### config.mk
export PLATFORM = sky130hd
export DESIGN_NAME = fifo16_synth_flat
export DESIGN_NICKNAME = d
export VERILOG_FILES = /design/src/rtl/fifo16_if.sv /design/src/rtl/fifo16_synth.sv /design/src/flat_wrapper.sv
export SDC_FILE = /design/constraint.sdc
export NUM_CORES = 1
export LEC_CHECK = 0
export CAP_MARGIN = 40
export CORE_ASPECT_RATIO = 0.6
export CORE_MARGIN = 5
export CORE_UTILIZATION = 60
export CTS_CLUSTER_DIAMETER = 40
export CTS_CLUSTER_SIZE = 12
export DETAILED_ROUTE_END_ITERATION = 12
export PLACE_DENSITY_LB_ADDON = 0.08
export SLEW_MARGIN = 5
export SYNTH_ARGS = -nofsm -noshare
export SYNTH_HDL_FRONTEND = slang
export SYNTH_SLANG_ARGS = --single-unit
### constraint.sdc
create_clock -name clk -period 8.03 [get_ports clk]
set_input_delay 0.803 -clock clk [delete_from_list [all_inputs] [get_ports clk]]
set_output_delay 0.803 -clock clk [all_outputs]
set_load 0.02 [all_outputs]
### src/rtl/fifo16_if.sv
// fifo16_if: write/read handshake, thresholds and status bundle for fifo16_synth
interface fifo16_if #(
    parameter int BUF_WIDTH  = 4,
    parameter int DATA_WIDTH = 4
);
    logic [DATA_WIDTH-1:0] buf_in;
    logic [DATA_WIDTH-1:0] uH;
    logic [DATA_WIDTH-1:0] uL;
    logic [DATA_WIDTH-1:0] buf_out;
    logic                  wr_en;
    logic                  rd_en;
    logic                  buf_empty;
    logic                  buf_full;
    logic                  almost_empty;
    logic                  almost_full;
    logic [BUF_WIDTH:0]    fifo_counter;

    modport master (
        output buf_in, wr_en, rd_en, uH, uL,
        input  buf_out, buf_empty, buf_full, almost_empty, almost_full, fifo_counter
    );

    modport slave (
        input  buf_in, wr_en, rd_en, uH, uL,
        output buf_out, buf_empty, buf_full, almost_empty, almost_full, fifo_counter
    );
endinterface

### src/rtl/fifo16_synth.sv
// fifo16_synth: synchronous FIFO with occupancy counter and programmable watermarks
module fifo16_synth #(
    parameter int BUF_WIDTH  = 4,
    parameter int DATA_WIDTH = 4
) (
    input logic     clk,
    input logic     rst,
    fifo16_if.slave bus
);
    localparam int DEPTH = 1 << BUF_WIDTH;
    localparam logic [BUF_WIDTH:0] DEPTH_W = (BUF_WIDTH+1)'(DEPTH);

    logic [DATA_WIDTH-1:0] mem [DEPTH];
    logic [BUF_WIDTH-1:0]  wr_ptr;
    logic [BUF_WIDTH-1:0]  rd_ptr;
    logic [BUF_WIDTH:0]    count;
    logic                  wr_ok;
    logic                  rd_ok;

    assign wr_ok = bus.wr_en & ~bus.buf_full;
    assign rd_ok = bus.rd_en & ~bus.buf_empty;

    assign bus.fifo_counter = count;
    assign bus.buf_empty    = count == '0;
    assign bus.buf_full     = count == DEPTH_W;
    assign bus.almost_full  = count >= DEPTH_W - (BUF_WIDTH+1)'(bus.uH);
    assign bus.almost_empty = count <= (BUF_WIDTH+1)'(bus.uL);

    // storage is not reset; only pointers and counter define validity
    always_ff @(posedge clk) begin
        if (wr_ok) mem[wr_ptr] <= bus.buf_in;
    end

    // pointers wrap naturally at DEPTH; counter tracks net occupancy change
    always_ff @(posedge clk or posedge rst) begin
        if (rst) begin
            wr_ptr <= '0;
            rd_ptr <= '0;
            count  <= '0;
        end else begin
            wr_ptr <= wr_ok ? wr_ptr + 1'b1 : wr_ptr;
            rd_ptr <= rd_ok ? rd_ptr + 1'b1 : rd_ptr;
            count  <= (wr_ok & ~rd_ok) ? count + 1'b1 : (rd_ok & ~wr_ok) ? count - 1'b1 : count;
        end
    end

    // registered read data, held when no read is accepted
    always_ff @(posedge clk or posedge rst) begin
        if (rst) bus.buf_out <= '0;
        else if (rd_ok) bus.buf_out <= mem[rd_ptr];
    end
endmodule

### src/flat_wrapper.sv
// flat-port wrapper written by rule: the top's interface ports become plain ports
module fifo16_synth_flat 
#(
    parameter int BUF_WIDTH  = 4,
    parameter int DATA_WIDTH = 4
)
  (clk, rst, bus_buf_in, bus_wr_en, bus_rd_en, bus_uH, bus_uL, bus_buf_out, bus_buf_empty, bus_buf_full, bus_almost_empty, bus_almost_full, bus_fifo_counter);
  fifo16_if #(.BUF_WIDTH(BUF_WIDTH), .DATA_WIDTH(DATA_WIDTH)) bus_i ();
  input logic clk;
  input logic rst;
  input wire logic [$bits(bus_i.buf_in)-1:0] bus_buf_in;
  input wire logic [$bits(bus_i.wr_en)-1:0] bus_wr_en;
  input wire logic [$bits(bus_i.rd_en)-1:0] bus_rd_en;
  input wire logic [$bits(bus_i.uH)-1:0] bus_uH;
  input wire logic [$bits(bus_i.uL)-1:0] bus_uL;
  output wire logic [$bits(bus_i.buf_out)-1:0] bus_buf_out;
  output wire logic [$bits(bus_i.buf_empty)-1:0] bus_buf_empty;
  output wire logic [$bits(bus_i.buf_full)-1:0] bus_buf_full;
  output wire logic [$bits(bus_i.almost_empty)-1:0] bus_almost_empty;
  output wire logic [$bits(bus_i.almost_full)-1:0] bus_almost_full;
  output wire logic [$bits(bus_i.fifo_counter)-1:0] bus_fifo_counter;
  assign bus_i.buf_in = bus_buf_in;
  assign bus_i.wr_en = bus_wr_en;
  assign bus_i.rd_en = bus_rd_en;
  assign bus_i.uH = bus_uH;
  assign bus_i.uL = bus_uL;
  assign bus_buf_out = bus_i.buf_out;
  assign bus_buf_empty = bus_i.buf_empty;
  assign bus_buf_full = bus_i.buf_full;
  assign bus_almost_empty = bus_i.almost_empty;
  assign bus_almost_full = bus_i.almost_full;
  assign bus_fifo_counter = bus_i.fifo_counter;
  fifo16_synth #(.BUF_WIDTH(BUF_WIDTH), .DATA_WIDTH(DATA_WIDTH)) u_core (.clk(clk), .rst(rst), .bus(bus_i));
endmodule
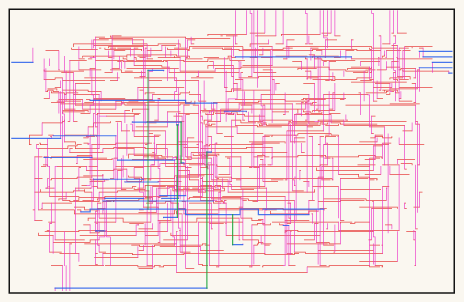
**Above:** run 1 (wiring by layer).
(4 px per um)
Key: magenta = M2 [wire length 2,690 um]; green = M4 [wire length 110 um]; red = M1 [wire length 3,450 um]; blue = M3 [wire length 367 um]
total via count after detailed routing: 1,923
final wirelength: 6610 um
Wirelength per Cell: 18.9 um
total global-route track usage: 18.8%

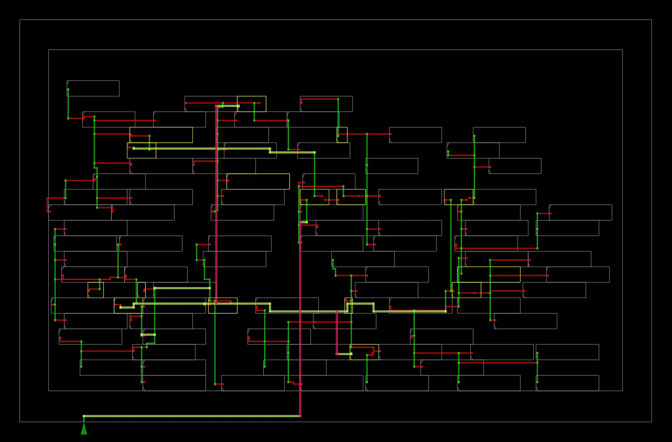
**Above:** run 1 (clock routing).
number of CTS-inserted buffers: 9
Clock Skew: 0.0123 ns

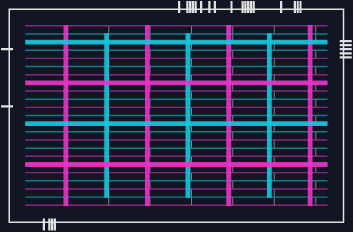
**Above:** run 1 (supply network).
(3 px per um) Pins as bars on the die edge. Tap cells in gray.
Key: magenta = VSS; cyan = VDD
The core has 22 rows. 29 signal pins sit on the boundary.

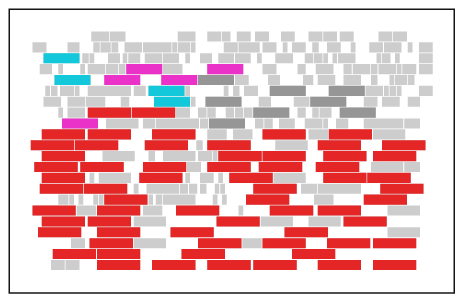
**Above:** run 1 (sequential cells colored by netlist name).
(4 px per um) Other sequential cells in the stronger gray, the rest of the logic in the fainter gray.
Key: cyan = `u_core.wr_ptr` [sequential cells 4, where north-west]; magenta = `u_core.bus.fifo_counter` [sequential cells 5]; red = `u_core.mem` [sequential cells 64]

==> README.md, run 1 <==
| Parameter | Reported |
| --- | --- |
| Result of the run | finished clean |
| Met3 Usage GRT | 6.50% |
| Leading area contributor after synthesis | edfxtp_1 |
| Total overflow reported by the global router | 0 |
| Highest fanout seen on the critical path | 3 |
| Number of antenna violations at the first check in global routing | 0 |
| Buffers excl. clock | 29 |
| Flop share of the area | 55.2% |
| Met2 Usage GRT | 24.7% |
| Most used routing layer in global routing | met1 |
| Number of OpenROAD warnings | 29 |
| Number of gates resized after cts | 0 |
| Number of input and output port buffers inserted | 28 |
| Synthesized cell area | 0.00366 mm2 |
| Yosys chip area | 0.00366 mm2 |
| Highest clock rate | 264 MHz |
| Nets@finish | 296 |
| Flop count | 81 |
| Placeable Area | 0.00603 mm2 |
| Effective utilization at floorplan | 60.8% |
| Y dimension of the die | 70.5 um |
| H-tree level count | 3 |
| Footprint of the multi-input gates | 0.00121 mm2 |
| Worst-path cell chain | clkdlybuf4s50_1 -> inv_1 -> ha_1 -> xor2_1 -> ha_1 -> nor2b_1 -> o21ai_0 -> a21oi_1 -> clkdlybuf4s50_1 |
| Number of placed I/O pins | 29 |
| Met3 wire length | 366 um |
| Number of cells in the design after placement | 333 |
| Met1 WL | 3450 um |
| Comb/total area | 28.4% |
| Yosys warning tally | 0 |
| Die boundary width | 111 um |
| Cell depth of the worst hold path | 2 |
| RSZ-0062 raised after global routing | false |
run 1: cells by family (layout without fill, tap and decap cells):
kind of cell,Yosys count,in the layout
flip-flops,81,81
AND/OR/NAND/NOR,45,45
multiplexers,26,26
buffers and inverters,23,58
AND-OR/OR-AND,22,22
adder cells (fa/ha/maj),20,20
XOR/XNOR,13,13
run 1: state kept, by name (all words and copies together), names as in the netlist:
register                 flops
u_core.bus.buf_out           4
u_core.bus.fifo_counter      5
u_core.wr_ptr                4
u_core.mem                  64
u_core.rd_ptr                4
run 1: synth_stat cells:
cell and count:
edfxtp_1 64, ha_1 19, dfrtp_1 17, nor2_1 17, mux4_2 16, inv_1 13
nand2_1 9, xnor2_1 9, mux2_2 6, a21oi_1 5, nor3_1 5, o21ai_0 5
a31oi_1 4, mux2i_1 4, nand2b_1 4, o22ai_1 4, xor2_1 4, nand4_1 3
nor2b_1 3, buf_1 2, buf_2 2, buf_4 2, buf_6 2, clkbuf_1 2
a21o_1 1, a21o_2 1, fa_1 1, nand2_4 1, nand2b_2 1, nor2_4 1
o21a_1 1, o21a_4 1, or4_4 1
run 1: metrics by stage:
step	hold WS, ns	utilization (%)	instance area, um2	total power, mW
floorplan	0.551	-	3660	1.01
global placement	0.591	66.1	3990	1.17
detailed placement	0.590	66.6	4020	1.20
CTS	0.608	70.5	4250	1.54
global route	0.626	70.5	4250	1.63
finish	0.608	70.5	4250	1.53
run 1: tightest hold or removal path: stages, from the launching register on:
cell and delay (ns):
dfrtp_1 0.36, o22ai_1 0.08, a31oi_1 0.13
run 1: where the power goes:
part / switching (mW) / total (mW) / internal, mW / leakage, nW
Sequential: 0.109 / 0.640 / 0.531 / 0.776
Clock: 0.139 / 0.344 / 0.205 / 0.114
Combinational: 0.254 / 0.547 / 0.293 / 0.648
==> inputs of run 2 (changes only) <==
--- a/config.mk
+++ b/config.mk
@@ -8,7 +8,7 @@
 export CAP_MARGIN = 40
 export CORE_ASPECT_RATIO = 0.6
 export CORE_MARGIN = 5
-export CORE_UTILIZATION = 60
+export CORE_UTILIZATION = 52
 export CTS_CLUSTER_DIAMETER = 40
 export CTS_CLUSTER_SIZE = 12
 export DETAILED_ROUTE_END_ITERATION = 12
==> constraint.sdc (replaced) <==
create_clock -name clk -period 3.45 [get_ports clk]
set_input_delay 0.345 -clock clk [delete_from_list [all_inputs] [get_ports clk]]
set_output_delay 0.345 -clock clk [all_outputs]
set_load 0.02 [all_outputs]
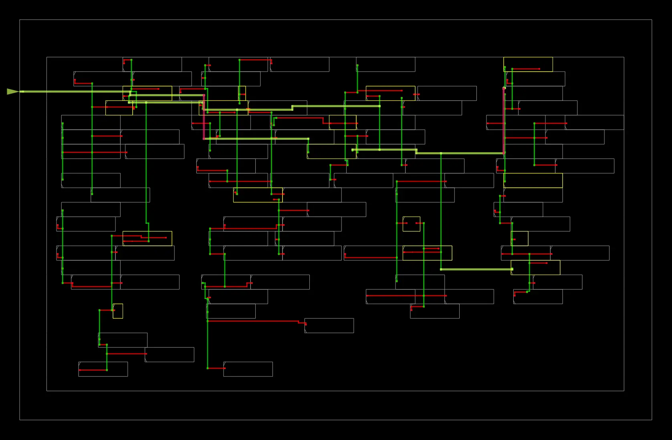
**Above:** run 2 (clock routing).
clk_buf instances: 12
reported clock group power: 0.954 mW
Clock Skew: 0.0111 ns

==> README.md, run 2 <==
| Parameter | Reported | Change |
| --- | --- | --- |
| Synthesized cell area | 0.00366 mm2 | unchanged |
| Die boundary width | 118 um | was 111 um |
| RSZ-0062 raised after global routing | false | unchanged |
| Share of synthesized registers carrying an async set or reset | 21.0% | unchanged |
| Y dimension of the die | 75.0 um | was 70.5 um |
| Number of gates resized after cts | 0 | unchanged |
| Final wirelength | 6780 um | was 6610 um |
| Total global-route track usage | 17.2% | was 18.8% |
| Leading area contributor after synthesis | edfxtp_1 | unchanged |
| Result of the run | finished clean | unchanged |
| Most flops, register | u_core.mem | unchanged |
| Effective utilization at floorplan | 54.2% | was 60.8% |
| Number of placed I/O pins | 29 | unchanged |
| Number of enable-type register cells in the synthesized netlist | 64 | unchanged |
| Number of cells in the design after placement | 338 | was 333 |
| Number of input and output port buffers inserted | 28 | unchanged |
| Sequential area share after synthesis | 64.0% | unchanged |
| Most instantiated flip-flop cell in the synthesis netlist | edfxtp_1 | unchanged |
| Final worst hold slack | 0.427 ns | was 0.608 ns |
| Yosys warning tally | 0 | unchanged |
| Wirelength per Cell | 19.1 um | was 18.9 um |
| H-tree level count | 3 | unchanged |
| Top cell type by instance count after synthesis | edfxtp_1 | unchanged |
| Total via count after detailed routing | 1,900 | was 1,923 |
| Placed standard-cell area | 0.00401 mm2 | was 0.00402 mm2 |
| Post-synth top cells | 64 x edfxtp_1, 19 x ha_1, 17 x dfrtp_1, 17 x nor2_1, 16 x mux4_2 | unchanged |
| Highest clock rate | 341 MHz |  |
| Number of antenna violations at the first check in global routing | 0 | unchanged |
| Post-route design area | 0.00432 mm2 | was 0.00425 mm2 |
| Number of CTS-inserted buffers | 9 | unchanged |
| Nets@finish | 298 | was 296 |
| Total power of the final layout | 3.70 mW | was 1.53 mW |
| Highest fanout seen on the critical path | 14 | was 3 |
| Placeable Area | 0.00676 mm2 | was 0.00603 mm2 |
| Worst-path cell chain | or4_4 -> o21a_4 -> inv_1 -> ha_1 -> inv_1 -> fa_1 -> a21o_1 -> a21oi_1 -> xnor2_1 -> nor2_1 -> xnor2_1 | was clkdlybuf4s50_1 -> inv_1 -> ha_1 -> xor2_1 -> ha_1 -> nor2b_1 -> o21ai_0 -> a21oi_1 -> clkdlybuf4s50_1 |
-- run 2: cell counts after synthesis --
No cell type changed its count.
-- run 2: path summary, 6_finish.rpt --
kind	from	to	slack [ns]	depth (start not counted)
worst max-delay path	u_core.bus.fifo_counter[0]	u_core.bus.fifo_counter[4]	0.52	11
worst min-delay path	rst	u_core.bus.fifo_counter[1]	0.43	2
worst max register to register	u_core.bus.fifo_counter[0]	u_core.bus.fifo_counter[4]	0.52	11
worst min register to register	u_core.bus.buf_out[1]	u_core.bus.buf_out[1]	0.61	2
max in group asynchronous	rst	u_core.rd_ptr[3]	2.58	2
min in group clk	u_core.bus.buf_out[1]	u_core.bus.buf_out[1]	0.61	2
-- run 2: routing by layer --
| layer | track usage, % | vias to the layer above | part of all wire [%] |
|---|---|---|---|
| met1 | 25.9 | 928 | 49 |
| met5 | 0 | - | 0 |
| met4 | 4.15 | 0 | 0.30 |
| li1 | - | 925 | - |
| met3 | 5.93 | 4 | 6.7 |
| met2 | 24.1 | 43 | 44 |
-- run 2: power breakdown --
part / switching [mW] / leakage, nW / internal (mW)
clock network: 0.354 / 0.153 / 0.601
logic: 0.612 / 0.650 / 0.659
registers: 0.233 / 0.776 / 1.24
total: 1.20 / 1.58 / 2.50
-- run 2: area by class of cell --
cell class | instances | area, um2 | area share, %
Clock buffer | 12 | 256 | 5.93
Clock inverter | 4 | 52.6 | 1.22
Inverter | 13 | 48.8 | 1.13
Multi-Input combinational cell | 126 | 1210 | 27.9
Sequential cell | 81 | 2350 | 54.3
Tap cell | 87 | 109 | 2.52
Timing Repair Buffer | 31 | 303 | 7.00
==> inputs of run 3 (changes only) <==
--- a/config.mk
+++ b/config.mk
@@ -8,7 +8,7 @@
 export CAP_MARGIN = 40
 export CORE_ASPECT_RATIO = 0.6
 export CORE_MARGIN = 5
-export CORE_UTILIZATION = 52
+export CORE_UTILIZATION = 58
 export CTS_CLUSTER_DIAMETER = 40
 export CTS_CLUSTER_SIZE = 12
 export DETAILED_ROUTE_END_ITERATION = 12
==> constraint.sdc (replaced) <==
create_clock -name clk -period 2.9 [get_ports clk]
set_input_delay 0.29 -clock clk [delete_from_list [all_inputs] [get_ports clk]]
set_output_delay 0.29 -clock clk [all_outputs]
set_load 0.02 [all_outputs]
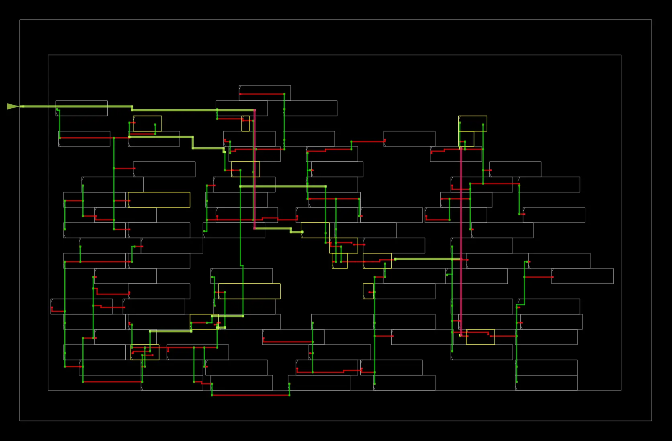
**Above:** run 3 (clock routing).
Clock Sink Count: 81
flop count: 81
Clock Skew: 0.00923 ns
later-pin clock latency in the skew report: 0.34 ns
clk_buf instances: 9

==> README.md, run 3 <==
| Parameter | Reported | Change |
| --- | --- | --- |
| Number of input and output port buffers inserted | 28 | unchanged |
| Leading area contributor after synthesis | edfxtp_1 | unchanged |
| Placeable Area | 0.00611 mm2 | was 0.00676 mm2 |
| Number of CTS-inserted buffers | 9 | unchanged |
| Sw Ratio | 33.2% | was 32.4% |
| End point of the critical path | bus_almost_empty | was u_core.bus.fifo_counter[4] |
| Final wirelength | 6660 um | was 6780 um |
| Total power of the final layout | 4.16 mW | was 3.70 mW |
| Reg power frac | 40.5% | was 39.8% |
| Most flops, register | u_core.mem | unchanged |
| Post-synth top cells | 64 x edfxtp_1, 19 x ha_1, 17 x dfrtp_1, 17 x nor2_1, 16 x mux4_2 | unchanged |
| Reg-to-reg slack, setup | 0.19 ns | was 0.52 ns |
| Number of OpenROAD warnings | 29 | unchanged |
| Crit path launch | u_core.bus.fifo_counter[1] | was u_core.bus.fifo_counter[0] |
| Most instantiated flip-flop cell in the synthesis netlist | edfxtp_1 | unchanged |
| Die boundary width | 113 um | was 118 um |
| Total via count after detailed routing | 1,984 | was 1,900 |
| Clk network pwr share | 20.4% | was 25.8% |
| Share of synthesized registers carrying an async set or reset | 21.0% | unchanged |
| Sequential area share after synthesis | 64.0% | unchanged |
| Share of the core filled with cells | 69.8% | was 63.9% |
| Number of antenna violations at the first check in global routing | 0 | unchanged |
| Reg2reg path depth | 11 | unchanged |
| Highest fanout seen on the critical path | 6 | was 14 |
| Number of gates resized after cts | 0 | unchanged |
| Power attributed to sequential cells | 1.68 mW | was 1.47 mW |
| Result of the run | finished clean | unchanged |
| Number of enable-type register cells in the synthesized netlist | 64 | unchanged |
| Worst-path cell chain | buf_4 -> ha_1 -> nor2b_1 -> o21a_1 -> o21ai_0 -> nand2b_1 -> a21oi_1 -> clkdlybuf4s50_1 | was or4_4 -> o21a_4 -> inv_1 -> ha_1 -> inv_1 -> fa_1 -> a21o_1 -> a21oi_1 -> xnor2_1 -> nor2_1 -> xnor2_1 |
| Pint | 2.78 mW | was 2.50 mW |
| Number of flip-flops under the largest register name | 64 | unchanged |
| Nets@finish | 304 | was 298 |
| Total overflow reported by the global router | 0 | unchanged |
==> run 3: area by class of cell <==
class,instances,area (um2)
Clock buffer,9,124
Sequential cell,81,2350
Multi-Input combinational cell,126,1210
Timing Repair Buffer,37,348
Fill cell,423,1850
Clock inverter,6,83.8
Inverter,13,48.8
Tap cell,84,105
==> run 3: critical path, delay by kind of cell, from the launching register on <==
family / cells / cell delay, ns
buffers and inverters: 2 / 0.79
AND-OR/OR-AND: 3 / 0.42
flip-flops: 1 / 0.38
adder cells (fa/ha/maj): 1 / 0.31
AND/OR/NAND/NOR: 2 / 0.21
==> run 3: how the worst min path moves through the flow <==
stage	endpoint	slack [ns]
after detailed placement	u_core.bus.buf_out[2]	0.60
after floorplan	u_core.bus.buf_out[0]	0.22
final	u_core.wr_ptr[3]	0.33
after global routing	u_core.wr_ptr[0]	0.38
after global placement	u_core.bus.fifo_counter[4]	0.59
after CTS	u_core.wr_ptr[0]	0.33
==> run 3: metrics by stage <==
| stage | std cells | cell area, um2 |
|---|---|---|
| after floorplan | 230 | 3670 |
| after global placement | 341 | 4060 |
| after detailed placement | 341 | 4060 |
| after CTS | 356 | 4260 |
| after global routing | 356 | 4260 |
| final | 356 | 4260 |
==> run 3: cell families after synthesis <==
| logic type | after synthesis | synth area share, % |
|---|---|---|
| buffers and inverters | 23 | 3.04 |
| adders and majority gates | 20 | 7.03 |
| AOI/OAI and AO/OA | 22 | 3.79 |
| xor gates and xnor gates | 13 | 3.11 |
| and+or+nand+nor | 45 | 6.21 |
| DFF | 81 | 64.0 |
| muxes | 26 | 12.8 |
==> run 3: routing by layer <==
layer	vias to the layer above	track usage, %	share of wire, %
met5	-	0	0
met4	0	6.13	0.81
met3	5	5.82	7.8
met2	69	25.3	42
met1	969	27.8	50
li1	941	-	-
No activity file was given, so power comes from the tool's default toggle rates.
